## src/rtl/q_action_select.sv

```systemverilog
// rtl/q_action_select.sv - Q-table action selector: 4-way argmax over one Q row, handshaked action offer.
// Optional epsilon-greedy exploration compiled in with `define Q_EXPLORE_EN.
module q_action_select #(
    parameter int          GOAL_STATE = 36,
    parameter int          MAX_STEPS  = 64,
    parameter logic [15:0] EPS_THRESH = 16'h1999,
    parameter logic [15:0] LFSR_SEED  = 16'hACE1
) (
    input  logic        clk,
    input  logic        rst,
    input  logic        loop_start,
    input  logic        state_valid,
    input  logic [5:0]  state_in,
    output logic        state_ready,
    output logic        q_rd_en,
    output logic [5:0]  q_rd_state,
    output logic [1:0]  q_rd_action,
    input  logic [31:0] q_rd_data,
    output logic        action_valid,
    output logic [3:0]  action,
    input  logic        action_ready,
    output logic        trial_stop,
    output logic [7:0]  step_count,
    output logic        explore_flag
);

    typedef enum logic [2:0] {IDLE, READ, WAIT, DECIDE, OFFER, STOP} state_t;

    state_t             cur, nxt;
    logic [5:0]         st_lat;
    logic [1:0]         rd_cnt;
    logic               samp_pend;
    logic [1:0]         samp_idx;
    logic signed [31:0] max_val;
    logic [1:0]         max_idx;
    logic [1:0]         act_r;
    logic               expl_r;
    logic [7:0]         step_r;

    logic in_goal, at_limit, illegal_in, end_trial;

    assign in_goal    = (state_in == 6'(GOAL_STATE));
    assign at_limit   = (step_r == 8'(MAX_STEPS));
    assign illegal_in = (state_in == 6'd0) || (state_in > 6'd36);
    assign end_trial  = in_goal || at_limit;

    assign state_ready  = (cur == IDLE);
    assign q_rd_en      = (cur == READ);
    assign q_rd_state   = st_lat;
    assign q_rd_action  = rd_cnt;
    assign action_valid = (cur == OFFER);
    assign action       = {2'b00, act_r};
    assign trial_stop   = (cur == STOP);
    assign step_count   = step_r;
    assign explore_flag = expl_r;

    always_ff @(posedge clk or negedge rst) begin
        if (!rst) cur <= IDLE;
        else      cur <= nxt;
    end

    always_comb begin
        nxt = cur;
        case (cur)
            IDLE: begin
                if (state_valid) begin
                    if (end_trial)       nxt = STOP;
                    else if (illegal_in) nxt = OFFER;
                    else                 nxt = READ;
                end
            end
            READ:    if (rd_cnt == 2'd3) nxt = WAIT;
            WAIT:    nxt = DECIDE;
            DECIDE:  nxt = OFFER;
            OFFER:   if (action_ready) nxt = IDLE;
            STOP:    nxt = STOP;
            default: nxt = IDLE;
        endcase
        if (loop_start) nxt = IDLE;
    end

`ifdef Q_EXPLORE_EN
    logic [15:0] lfsr;
    logic        lfsr_fb;

    assign lfsr_fb = lfsr[15] ^ lfsr[13] ^ lfsr[12] ^ lfsr[10];

    always_ff @(posedge clk or negedge rst) begin
        if (!rst)                          lfsr <= LFSR_SEED;
        else if (!loop_start && cur == DECIDE) lfsr <= {lfsr[14:0], lfsr_fb};
    end
`else
    logic unused_cfg;
    assign unused_cfg = ^{EPS_THRESH, LFSR_SEED};
`endif

    always_ff @(posedge clk or negedge rst) begin
        if (!rst) begin
            st_lat    <= '0;
            rd_cnt    <= '0;
            samp_pend <= 1'b0;
            samp_idx  <= '0;
            max_val   <= '0;
            max_idx   <= '0;
            act_r     <= '0;
            expl_r    <= 1'b0;
            step_r    <= '0;
        end else if (loop_start) begin
            // Abort: drop any in-flight read samples so the next trial starts clean.
            rd_cnt    <= '0;
            samp_pend <= 1'b0;
            samp_idx  <= '0;
            expl_r    <= 1'b0;
            step_r    <= '0;
        end else begin
            samp_pend <= (cur == READ);
            if (cur == IDLE && state_valid) begin
                st_lat   <= state_in;
                rd_cnt   <= '0;
                samp_idx <= '0;
                if (illegal_in && !end_trial) begin
                    act_r  <= '0;
                    expl_r <= 1'b0;
                end
            end
            if (cur == READ) rd_cnt <= rd_cnt + 2'd1;
            // Strictly-greater update keeps the lowest index on ties.
            if (samp_pend) begin
                samp_idx <= samp_idx + 2'd1;
                if (samp_idx == 2'd0 || $signed(q_rd_data) > max_val) begin
                    max_val <= $signed(q_rd_data);
                    max_idx <= samp_idx;
                end
            end
            if (cur == DECIDE) begin
`ifdef Q_EXPLORE_EN
                if (lfsr < EPS_THRESH) begin
                    act_r  <= lfsr[1:0];
                    expl_r <= 1'b1;
                end else begin
                    act_r  <= max_idx;
                    expl_r <= 1'b0;
                end
`else
                act_r  <= max_idx;
                expl_r <= 1'b0;
`endif
            end
            if (cur == OFFER && action_ready && step_r != 8'hFF) step_r <= step_r + 8'd1;
        end
    end

endmodule

```

## config.mk

```make
export PLATFORM = sky130hd
export DESIGN_NAME = q_action_select
export DESIGN_NICKNAME = d
export VERILOG_FILES = /design/src/rtl/q_action_select.sv
export SDC_FILE = /design/constraint.sdc
export NUM_CORES = 1
export LEC_CHECK = 0
export CAP_MARGIN = 10
export CORE_UTILIZATION = 30
export CTS_CLUSTER_SIZE = 25
export DETAILED_ROUTE_END_ITERATION = 10
export DONT_BUFFER_PORTS = 1
export GPL_ROUTABILITY_DRIVEN = 1
export PLACE_DENSITY = 0.54
export RECOVER_POWER = 50
export SYNTH_ARGS = -nofsm -noshare
export SYNTH_HDL_FRONTEND = slang
export SYNTH_SLANG_ARGS = --single-unit
```

## constraint.sdc

```tcl
create_clock -name clk -period 4.27 [get_ports clk]
set_input_delay 0.854 -clock clk [delete_from_list [all_inputs] [get_ports clk]]
set_output_delay 0.854 -clock clk [all_outputs]
set_load 0.02 [all_outputs]
```

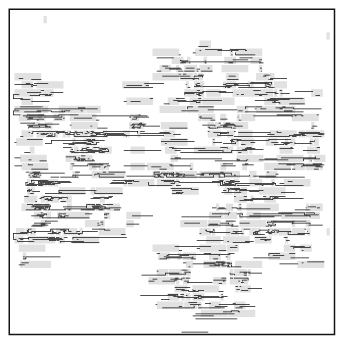
*The metal 1 layer, run 1*
Drawn at 3 px/um.
wire length on this layer: 2890 um
share of all routed wire: 43%
nets with wire on the layer: 382
via total after detailed routing: 2294
global routing usage on met1: 14.5%
total wire length after detailed routing: 6720 um

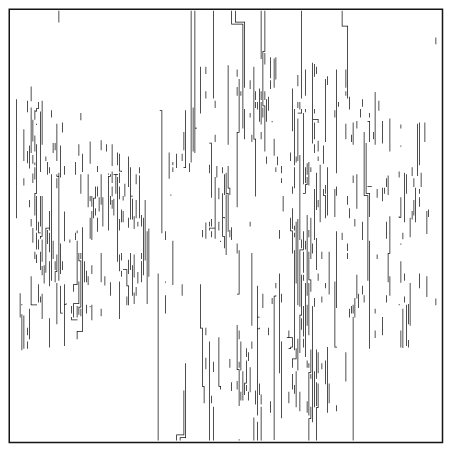
*Metal 2, run 1*
Drawn at 4 px/um.
main direction: vertical
nets with wire on the layer: 340

==> metrics.cfg, run 1 <==
[status]
outcome=complete, no violations

[cts]
cts_root_buf=sky130_fd_sc_hd__clkbuf_8
holdBufCountCts=0
cts_repair_resizes=0
cts.clk_slew.worst_paths_ns=0.06
cts_tree=yes
cts_made_buffers=9

[logic_synthesis]
simple_gate_area_share_pct=11.6
synth_largest_type_area_fraction_pct=43.1
yosys-mux-area-fraction_pct=13.4
netlist_top_cells_count=sky130_fd_sc_hd__dfrtp_1, sky130_fd_sc_hd__inv_1, sky130_fd_sc_hd__mux2_2, sky130_fd_sc_hd__ha_1, sky130_fd_sc_hd__nand2_1
postSynthRegisterBits=58
ys_area_sq_um=3370
synth-async-reset-ratio_pct=100
synth_adder_area_share_pct=13.4
edf_count=0
yosys-stat-cells=324
syn-instance-count=324
ys_sh_xor_pct=1.30
yosys-dominant-comb-family=adder cells
post_synth_aoi_oai_area_pct=10.1

[layout]
top_area_cell_class=multi-input combinational cells
multiInputCombCellCount=215
stdcell_area_sq_um=3730
multiInputGateArea_sq_um=1690
nonClkBufAreaFrac_pct=0.403
layout.non_clock_inverters=42
n_sequential_cell=58
n_fill_cell=1127
final_layout_clock_buffer_total=12
drive_above_1_share_pct=17.7
final_core_util_pct=34.2
comb_area_share_pct=45.3

[global_routing]
grt_antenna_before_repair=0
global_route.usage.met3_pct=5.45
overall_routing_resource_usage_pct=12.4
global_route_wire_length_before_repair_um=11000
largest_net_degree_at_the_start_of_global_routing=59

[power]
power_leakage_nw=1.72
intPower_w=0.00142
sw_frac_of_total_pct=31.2
share_clk_of_total_power_pct=28.8
power.combinational.total_w=0.000624
p_switching_w=0.000647
fin_total_pwr_w=0.00207
powerClk_w=0.000596
vdd.ir_drop.worst_mv=0.185
power-per-cell-area_nw_per_um2=556

[sta]
timing.fmax_mhz=323
max_slew.worst_pin.slew_ns=0.754
max_slew_headroom_at_the_worst_pin_pct=49.4
clock_skew_ns=0.00631
rsz0062_at_grt=false
finalMaxSlewViolations=0
timing.final.ws_setup_ns=1.17

[critical_path]
r2r_setup_slack_ns=1.29
worstPathRequired_ns=4.48
worst_setup_path_startpoint=q_rd_data[31]
crit_path_cell_trace=ha_1 -> nand4_1 -> nor4_2 -> a22oi_1 -> o211ai_1 -> a21oi_1 -> a22o_1 -> a21oi_4 -> buf_4 -> mux2_2
critical_path.top_delay_family=AND-OR/OR-AND gates
timing_worst_setup_path_type=in -> reg
slowest_delay_ns=0.39
cp.arrival_ns=3.31
ff2ff_path_depth=11
worstSetupEndpointType=flop
critPathBufInv=1

[detailed_routing]
drc_errors=0
detail_route.wirelength.met1_um=2890
routed_wire_length_per_instance_um=14.2
detail_route.iter0.violations=50
first_pass_iters=4
via_per_inst=4.85
topRoutingLayerUsed=met4

[placement]
dpl_worst_slack_ns=0.791
port-buffer-count=0
dpl-instance-area_sq_um=3490
numPlacedInstances=457
finalWeightedCongestion=0.739

[floorplanning]
number_of_top_level_pins=68
n_tap_cell=140
floorplan.rows=38
fp_util_pct=30.9
fp.coreArea_sq_um=10900

[run]
number_of_warnings_in_the_stage_logs=27

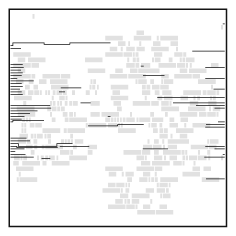
*The metal 3 layer, run 1*
Drawn at 2 px/um.
main direction: horizontal
longest straight run: 33.4 um

==> run 1: flip-flops by register name, indices dropped and copies added (netlist names) <==
signal	count
max_val	32
act_r	2
q_rd_state	6
cur	3
max_idx	2
step_count	8
samp_pend	1
samp_idx	2
q_rd_action	2
==> run 1: cell usage in the layout, fill, tap and decap left out, drive strengths merged, types with 2 or more instances in the layout <==
master | synthesis | final
mux2 | 40 | 40
nand3 | 5 | 5
nor2b | 3 | 3
xor2 | 4 | 4
buf | 6 | 2
o211ai | 5 | 5
bufinv | 0 | 2
a22oi | 2 | 2
a211oi | 2 | 2
conb | 1 | 3
a21oi | 24 | 24
nor4 | 3 | 3
nor2 | 15 | 15
and3 | 2 | 2
or3 | 4 | 4
a31oi | 2 | 2
nand2 | 27 | 27
ha | 36 | 36
inv | 42 | 42
clkbuf | 5 | 12
a22o | 2 | 2
nand3b | 2 | 2
o21ai | 7 | 7
nand2b | 2 | 2
dfrtp | 58 | 58
nor3 | 4 | 4
nand4 | 9 | 9
==> run 1: worst register-to-register path: stages, from the launching register on <==
cell and delay, ns:
sky130_fd_sc_hd__dfrtp_1 0.35, sky130_fd_sc_hd__inv_1 0.05, sky130_fd_sc_hd__ha_1 0.34, sky130_fd_sc_hd__nand4_1 0.19, sky130_fd_sc_hd__nor4_2 0.34, sky130_fd_sc_hd__a22oi_1 0.13, sky130_fd_sc_hd__o211ai_1 0.10, sky130_fd_sc_hd__a21oi_1 0.09
sky130_fd_sc_hd__a22o_1 0.24, sky130_fd_sc_hd__a21oi_4 0.39, sky130_fd_sc_hd__buf_4 0.30, sky130_fd_sc_hd__mux2_2 0.36
### Routing congestion map, run 1

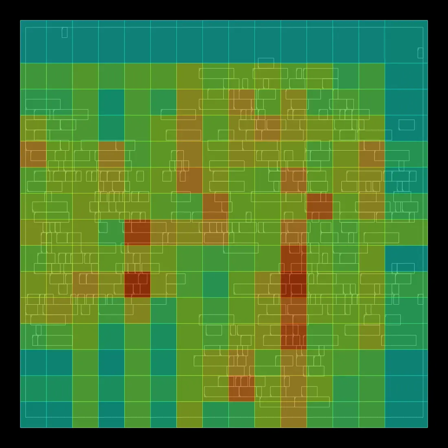

==> inputs of run 2 (changes only) <==
Clock period 4.27 ns to 2.9 ns, I/O delays scaled along.
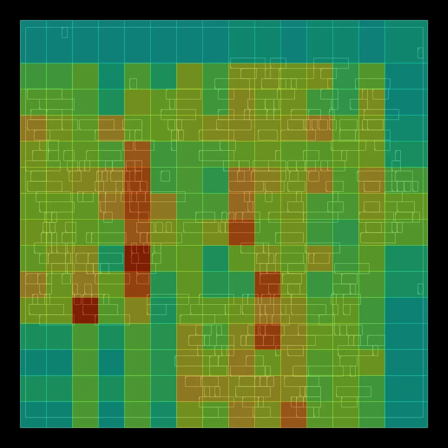
*Routing congestion map, run 2*
wire per inst: 13.9 um
overall routing resource usage: 12.9%
Most Used Layer, Global Route: met2

==> run 2 against run 1 <==
Register-to-register slack lost 1.0 ns. Sequential power grew 47%. Setup slack lost 0.91 ns. Highest routed layer unchanged. The flow now finishes with violations (max-capacitance violations, max-slew violations).
==> metrics.cfg, run 2 <==
[status]
outcome=finished, violations left
violations=max-capacitance violations, max-slew violations

[cts]
cts.sink_count=58
cts_tree=yes
cts.htree.levels=3
cts-root-to-sink-buffers=2
cts_root_buf=sky130_fd_sc_hd__clkbuf_8
cts.clk_slew.worst_paths_ns=0.08
cts.repair_timing.setup_buffer_count=0
cts_made_buffers=9
insertion_delay_ns=0.34

[sta]
max_slew_headroom_at_the_worst_pin_pct=-0.167
timing.fmax_mhz=379
finalMaxSlewViolations=58
layout_worst_path_cycle_share_pct=91.1
finalSetupTns_ns=0
finalHoldViolations=0
max_slew.worst_pin.slew_ns=1.50
fin_crit_ns=2.64
finalSetupViolations=0
clock_skew_ns=0.0139
rsz0062_at_grt=false
final.hold.worst_slack_ns=0.303

[critical_path]
critical-path-top-cell-by-count=sky130_fd_sc_hd__a21oi_1
slowest_delay_ns=0.35
crit_fanout=18
type_of_origin_of_the_critical_path=flop
critical_path.top_delay_family=AND-OR/OR-AND gates
critPathBufInv=2
crit_slowest_cell=sky130_fd_sc_hd__dfrtp_1
crit_path_cell_trace=inv_1 -> ha_1 -> a21oi_1 -> o21ai_0 -> a221oi_1 -> o211ai_1 -> a21oi_1 -> o311ai_2 -> a21oi_4 -> buf_12 -> mux2_2
timing_worst_setup_path_type=reg -> reg
worstSetupEndpointType=flop
r2r_setup_slack_ns=0.26
worstPathRequired_ns=3.12
cp.arrival_ns=2.86

[power]
combPwrFrac_pct=32.2
sw_frac_of_total_pct=33.6
power-per-cell-area_nw_per_um2=789
sequentialPowerShare_pct=42.6
powerClk_w=0.000742
intPower_w=0.00195
power.combinational.total_w=0.000947
share_clk_of_total_power_pct=25.2
p_switching_w=0.000988
vdd.ir_drop.worst_mv=0.290
power_leakage_nw=1.72
seq_cell_power_w=0.00125
largestPowerGroup=registers

[floorplanning]
die_height_um=108
die_w_um=108
fp.coreArea_sq_um=10900
floorplan.rows=38
number_of_top_level_pins=68
fp_util_pct=30.9
fp.dieArea_sq_um=11600

[global_routing]
grtUsageMet2_pct=20.5
first_global_vias=2459
grt_antenna_before_repair=0
grt_util_met1_pct=15.6
global_route_wire_length_before_repair_um=11600
grt_overflow=0
largest_net_degree_at_the_start_of_global_routing=59
global_route.usage.met3_pct=4.60

[logic_synthesis]
sequential_to_total_area_share_from_yosys_stat_pct=43.1
area_contributors_post_synth=sky130_fd_sc_hd__dfrtp_1, sky130_fd_sc_hd__ha_1, sky130_fd_sc_hd__mux2_2
synth-async-reset-ratio_pct=100
largest_area_cell=sky130_fd_sc_hd__dfrtp_1
syn-mean-instance-area_sq_um=10.4
edf_count=0
synth_largest_type_area_fraction_pct=43.1
synth.yosys.warnings=0
ys_area_sq_um=3370
yosys-stat-cells=324
netlist_top_cells_count=sky130_fd_sc_hd__dfrtp_1, sky130_fd_sc_hd__inv_1, sky130_fd_sc_hd__mux2_2, sky130_fd_sc_hd__ha_1, sky130_fd_sc_hd__nand2_1
post_synth_instance_area_sq_um=3370
syn-instance-count=324
synth_cell_type_count=42
synth_dominant_cell_count=sky130_fd_sc_hd__dfrtp_1
ys.flop_type=sky130_fd_sc_hd__dfrtp_1
postSynthRegisterBits=58

[run]
max_cap_violations=1
number_of_warnings_in_the_stage_logs=27

[layout]
nets=410
layout_top_cells_excl_fill_tap=sky130_fd_sc_hd__dfrtp_1, sky130_fd_sc_hd__inv_1, sky130_fd_sc_hd__mux2_2
layout_top_cell_excl_fill_tap=sky130_fd_sc_hd__dfrtp_1
n_fill_cell=1113
diodes=0
area_delta_synth_final_pct=10.7
largest_register_ffs=32
regMostFlops=max_val
drive_above_1_share_pct=18.5

[detailed_routing]
via_per_inst=4.88
first_pass_iters=4
topRoutingLayerUsed=met4
route.met2.wl_um=3000
met3_wirelength_um=542
route.final.wire_length_um=6620
detail_route.iter0.violations=58
ant_nets=0
drc_errors=0
detailroute.via_count=2324
detail_route.wirelength.met1_um=2960

[placement]
port-buffer-count=0
dp_hpwl_um=4910
finalWeightedCongestion=0.723

[worst_hold_path]
min-delay-path-class=in -> reg

[run 2: cell counts after synthesis]
No cell type changed its count.
[run 2: kinds of logic after synthesis]
group                    share of synthesized area (%)
other                                            0.111
XOR/XNOR                                          1.30
AND-OR/OR-AND                                     10.1
buffers and inverters                             6.91
AND/OR/NAND/NOR                                   11.6
adder cells (fa/ha/maj)                           13.4
flip-flops                                        43.1
multiplexers                                      13.4
[run 2: final timing paths]
kind | end | cells after the start | startpoint
setup / recovery | max_idx[1] | 11 | max_val[7]
hold / removal | samp_idx[0] | 1 | loop_start
setup reg to reg | max_idx[1] | 11 | max_val[7]
hold reg to reg | max_val[19] | 1 | max_val[19]
max in group asynchronous | q_rd_action[0] | 1 | rst
min in group asynchronous | act_r[0] | 1 | rst
[run 2: metrics by stage]
| step | setup slack [ns] | total power (W) | area (sq um) | util (%) | std cells |
|---|---|---|---|---|---|
| after CTS | 0.222 | 0.00300 | 3750 | 34.4 | 476 |
| after detailed placement | 0.0265 | 0.00221 | 3530 | 32.4 | 459 |
| after floorplan | 0.150 | 0.00201 | 3370 | - | 326 |
| after global placement | 0.0532 | 0.00218 | 3530 | 32.4 | 459 |
| final | 0.258 | 0.00294 | 3730 | 34.2 | 476 |
| after global routing | 0.0290 | 0.00322 | 3730 | 34.2 | 476 |
[run 2: layout make-up]
type | instances | area (sq um) | share of cell area, %
Multi-Input combinational cell | 215 | 1690 | 45.3
Clock buffer | 9 | 124 | 3.32
Clock inverter | 7 | 70.1 | 1.88
Tap cell | 140 | 175 | 4.70
Timing Repair Buffer | 5 | 60.1 | 1.61
Inverter | 42 | 158 | 4.23
Sequential cell | 58 | 1450 | 38.9
[run 2: timing repair]
item / CTS / global route
resized: 0 / 0
hold endpoints to repair: 58 / 0
hold buffers: 1 / 0
Power figures rest on the tool's default switching activity, not on a simulated workload.
